## config.mk

```make
export PLATFORM = sky130hd
export DESIGN_NAME = alu_arbiter
export DESIGN_NICKNAME = d
export VERILOG_FILES = /design/src/rtl/alu_arbiter.sv
export SDC_FILE = /design/constraint.sdc
export NUM_CORES = 1
export LEC_CHECK = 0
export CAP_MARGIN = 0
export CORE_ASPECT_RATIO = 0.75
export CORE_MARGIN = 4
export CORE_UTILIZATION = 38
export DETAILED_ROUTE_END_ITERATION = 8
export PLACE_DENSITY_LB_ADDON = 0.25
export SETUP_SLACK_MARGIN = 0.4
export SYNTH_ARGS = -nofsm -noshare
export SYNTH_HDL_FRONTEND = slang
export SYNTH_SLANG_ARGS = --single-unit
export TNS_END_PERCENT = 50
```

## constraint.sdc

```tcl
create_clock -name clk -period 1.9 [get_ports clk]
set_input_delay 0.285 -clock clk [delete_from_list [all_inputs] [get_ports clk]]
set_output_delay 0.285 -clock clk [all_outputs]
set_load 0.05 [all_outputs]
```

## src/rtl/alu_arbiter.sv

```systemverilog
// Two-master round-robin arbiter that sequences one operation at a time onto the
// shared 3-bit ALU and returns the registered 6-bit result with a done pulse.
module alu_arbiter (
    input  logic       clk,
    input  logic       rst_n,
    input  logic       req0,
    input  logic       req1,
    input  logic [1:0] op0,
    input  logic [1:0] op1,
    input  logic [2:0] a0,
    input  logic [2:0] b0,
    input  logic [2:0] a1,
    input  logic [2:0] b1,
    output logic       done0,
    output logic       done1,
    output logic [5:0] dout,
    output logic       cout,
    output logic       busy,
    output logic       alu_en,
    output logic [1:0] alu_op,
    output logic [2:0] alu_a,
    output logic [2:0] alu_b,
    input  logic [5:0] alu_dout
);

    typedef enum logic [1:0] {
        S_IDLE,
        S_ISSUE,
        S_WAIT,
        S_DONE
    } state_e;

    state_e     state_q, state_d;
    logic       rr_q, rr_d;
    logic       gnt_q, gnt_d;
    logic [1:0] op_q, op_d;
    logic [2:0] a_q, a_d;
    logic [2:0] b_q, b_d;
    logic [5:0] dout_q, dout_d;
    logic       winner;

    // A lone requester always wins; the pointer only breaks ties.
    assign winner = (req0 && req1) ? rr_q : req1;

    // NOTE: every signal gets its hold value first so no path can infer a latch.
    always_comb begin
        state_d = state_q;
        rr_d    = rr_q;
        gnt_d   = gnt_q;
        op_d    = op_q;
        a_d     = a_q;
        b_d     = b_q;
        dout_d  = dout_q;
        case (state_q)
            S_IDLE: begin
                if (req0 || req1) begin
                    state_d = S_ISSUE;
                    gnt_d   = winner;
                    rr_d    = ~winner;
                    op_d    = winner ? op1 : op0;
                    a_d     = winner ? a1  : a0;
                    b_d     = winner ? b1  : b0;
                end
            end
            S_ISSUE: state_d = S_WAIT;
            S_WAIT: begin
                state_d = S_DONE;
                dout_d  = alu_dout;
            end
            S_DONE:  state_d = S_IDLE;
            default: state_d = S_IDLE;
        endcase
    end

    // NOTE: state registers use non-blocking assignments so all flops update together.
    always_ff @(posedge clk or negedge rst_n) begin
        if (!rst_n) begin
            state_q <= S_IDLE;
            rr_q    <= 1'b0;
            gnt_q   <= 1'b0;
            op_q    <= '0;
            a_q     <= '0;
            b_q     <= '0;
            dout_q  <= '0;
        end else begin
            state_q <= state_d;
            rr_q    <= rr_d;
            gnt_q   <= gnt_d;
            op_q    <= op_d;
            a_q     <= a_d;
            b_q     <= b_d;
            dout_q  <= dout_d;
        end
    end

    // Latched operands only change on entry to ISSUE, so they double as the held ALU inputs.
    assign alu_en = (state_q == S_ISSUE);
    assign alu_op = op_q;
    assign alu_a  = a_q;
    assign alu_b  = b_q;
    assign busy   = (state_q != S_IDLE);
    assign done0  = (state_q == S_DONE) && !gnt_q;
    assign done1  = (state_q == S_DONE) &&  gnt_q;
    assign dout   = dout_q;
    assign cout   = dout_q[3];

endmodule

```

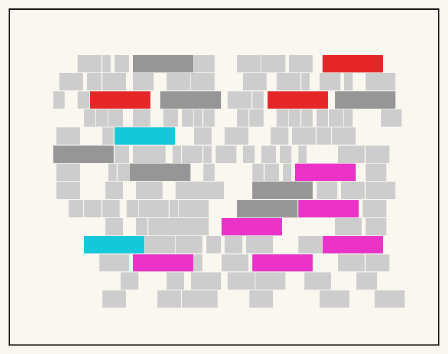
**Above:** sequential cells grouped by signal name.
Other sequential cells in the stronger grey, the rest of the logic in the fainter grey.
[cyan] state_q | sequential cells: 2
[magenta] dout | sequential cells: 6
[red] alu_a | sequential cells: 3
not coloured: 7

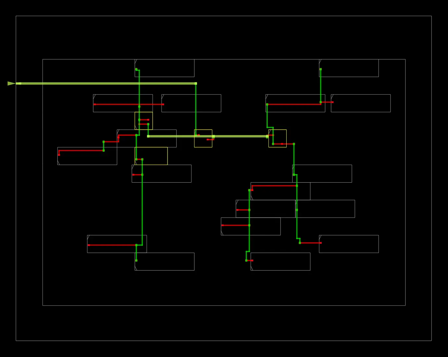
**Above:** clock wiring as the flow saved it.
sequential cells: 18
clock tree sinks: 18
clock tree skew after final layout: 0.00215 ns

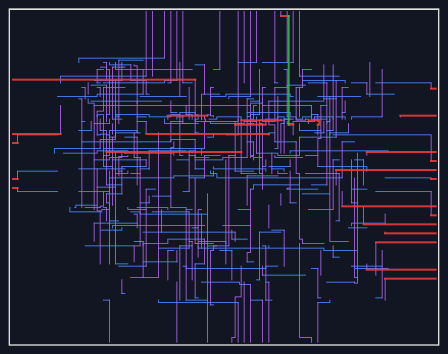
**Above:** wiring by layer.
[blue] metal 1 | wire length: 965 um
[red] metal 3 | wire length: 189 um
[purple] metal 2 | wire length: 1160 um
[green] metal 4 | wire length: 16.3 um
Routed WL: 2330 um
post-DR wirelength/cell: 14.4 um
GRT Overall Usage: 15.1%
DR vias: 807

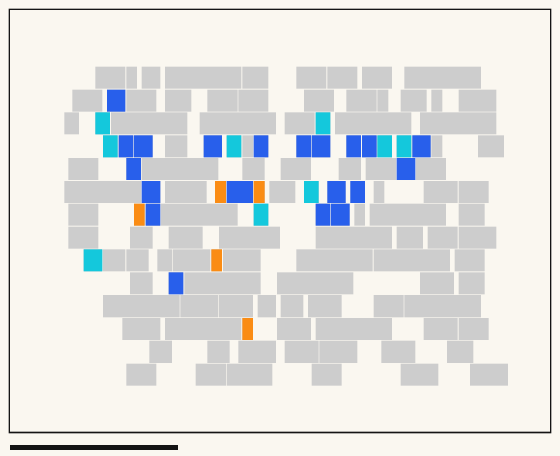
**Above:** gate-type map.
Scale bar: 20 um.
[cyan] nand cells | cells: 9 | most used: nand3_1
[orange] inv cells | cells: 5 | most used: inv_2 | where: centre
[blue] aoi and oai cells | cells: 20 | most used: a31oi_1

==> PnR_summary.wiki <==
== Implementation results ==
{| class="wikitable"
! Metric !! Value
|-
| Non-Filler Cell Area, Final || 0.00142 mm^2
|-
| IO buf count || 44
|-
| Arrival time of data at the critical path endpoint || 1.25 ns
|-
| Placeable core region || 0.00214 mm^2
|-
| # H-tree levels || 1
|-
| Commonest cells in the synthesized netlist || sky130_fd_sc_hd__dfrtp_1 (18), sky130_fd_sc_hd__a31oi_1 (9), sky130_fd_sc_hd__nand3_1 (8), sky130_fd_sc_hd__o21ai_0 (8)
|-
| Fillcell total || 185
|-
| DRC errors left || 0
|-
| Run status || finished clean
|-
| Top area contributor share || 49.9%
|-
| Antenna violations before repair || 0
|-
| Fraction of the cycle the final worst path needs || 80.8%
|-
| Placed cell area || 0.00136 mm^2
|-
| Max stage delay cell, worst path || sky130_fd_sc_hd__dfrtp_1
|-
| Area growth syn-to-layout || 57.6%
|-
| Area leader, netlist || sky130_fd_sc_hd__dfrtp_1
|-
| Crit-path max cell delay || 0.43 ns
|-
| Leakage power || 0.649 nW
|-
| Post-layout net count || 162
|-
| Number of synthesized flops with an enable pin || 0
|-
| Critical Path Sink Type || output pin
|-
| Type of the tightest min-delay check || input port to async pin
|-
| Crit-path leading delay family || flip-flops
|-
| Half-perimeter wire length after detailed placement || 1860 um
|-
| Cell at the root of the clock tree || sky130_fd_sc_hd__clkbuf_4
|-
| Slew at the pin with the worst max-slew slack || 0.508 ns
|-
| Reg-to-reg critical path startpoint || state_q[1]$_DFFE_PN0P_
|-
| Insertion delay of the later-clocked pin in the worst-skew pair || 0.29 ns
|-
| Maximum fanout along the worst path || 4
|-
| Number of cells in the finished layout apart from fillers || 162
|-
| Fraction of the yosys area taken by sequential cells || 49.9%
|-
| Global-route wire length before repair || 3880 um
|}
==> state kept, by name (all words and copies together) (netlist names) <==
signal	cells
alu_op	2
gnt_q	1
rr_q	1
alu_b	3
dout	6
state_q	2
alu_a	3
==> cell type report <==
class	instances	area (um^2)	share of cell area, %
Clock buffer	4	36.3	2.55
Inverter	5	18.8	1.32
Multi-Input combinational cell	55	398	27.9
Sequential cell	18	450	31.6
Tap cell	32	40.0	2.81
Timing Repair Buffer	48	480	33.7
==> worst reg2reg max path, delay by kind of cell (launching register included) <==
family | cells | cell delay (ns)
adder cells (fa/ha/maj) | 1 | 0.16
buffers and inverters | 1 | 0.11
flip-flops | 1 | 0.44
multiplexers | 1 | 0.35
AND/OR/NAND/NOR | 1 | 0.25
==> through the flow <==
stage               worst slack (ns)  power, mW  util, %
floorplan                      0.522       1.91        -
detailed placement             0.320       2.45     63.5
global placement               0.405       2.40     63.5
finish                         0.366       2.64     66.6
global route                   0.278       2.82     66.6
CTS                            0.159       2.61     64.7
==> kinds of logic (layout without fill, tap and decap cells) <==
group,after synthesis,after routing,synth area share [%]
AND-OR/OR-AND,21,21,13.6
adder cells (fa/ha/maj),5,5,6.93
multiplexers,7,7,8.73
buffers and inverters,11,57,8.03
AND/OR/NAND/NOR,22,22,12.9
flip-flops,18,18,49.9
==> power by group <==
group          switching, mW  total, mW  internal (mW)
Clock                  0.112      0.229          0.117
Combinational           1.12       1.71          0.587
Sequential             0.120      0.702          0.582
==> layer usage <==
layer / global-route usage, % / vias up / wire length (um)
met1: 17.2 / 389 / 965
li1: - / 382 / -
met4: 2.11 / 0 / 16
met5: 0 / - / 0
met3: 6.47 / 2 / 188
met2: 27.1 / 34 / 1160
No activity file was given, so power comes from the tool's default toggle rates.
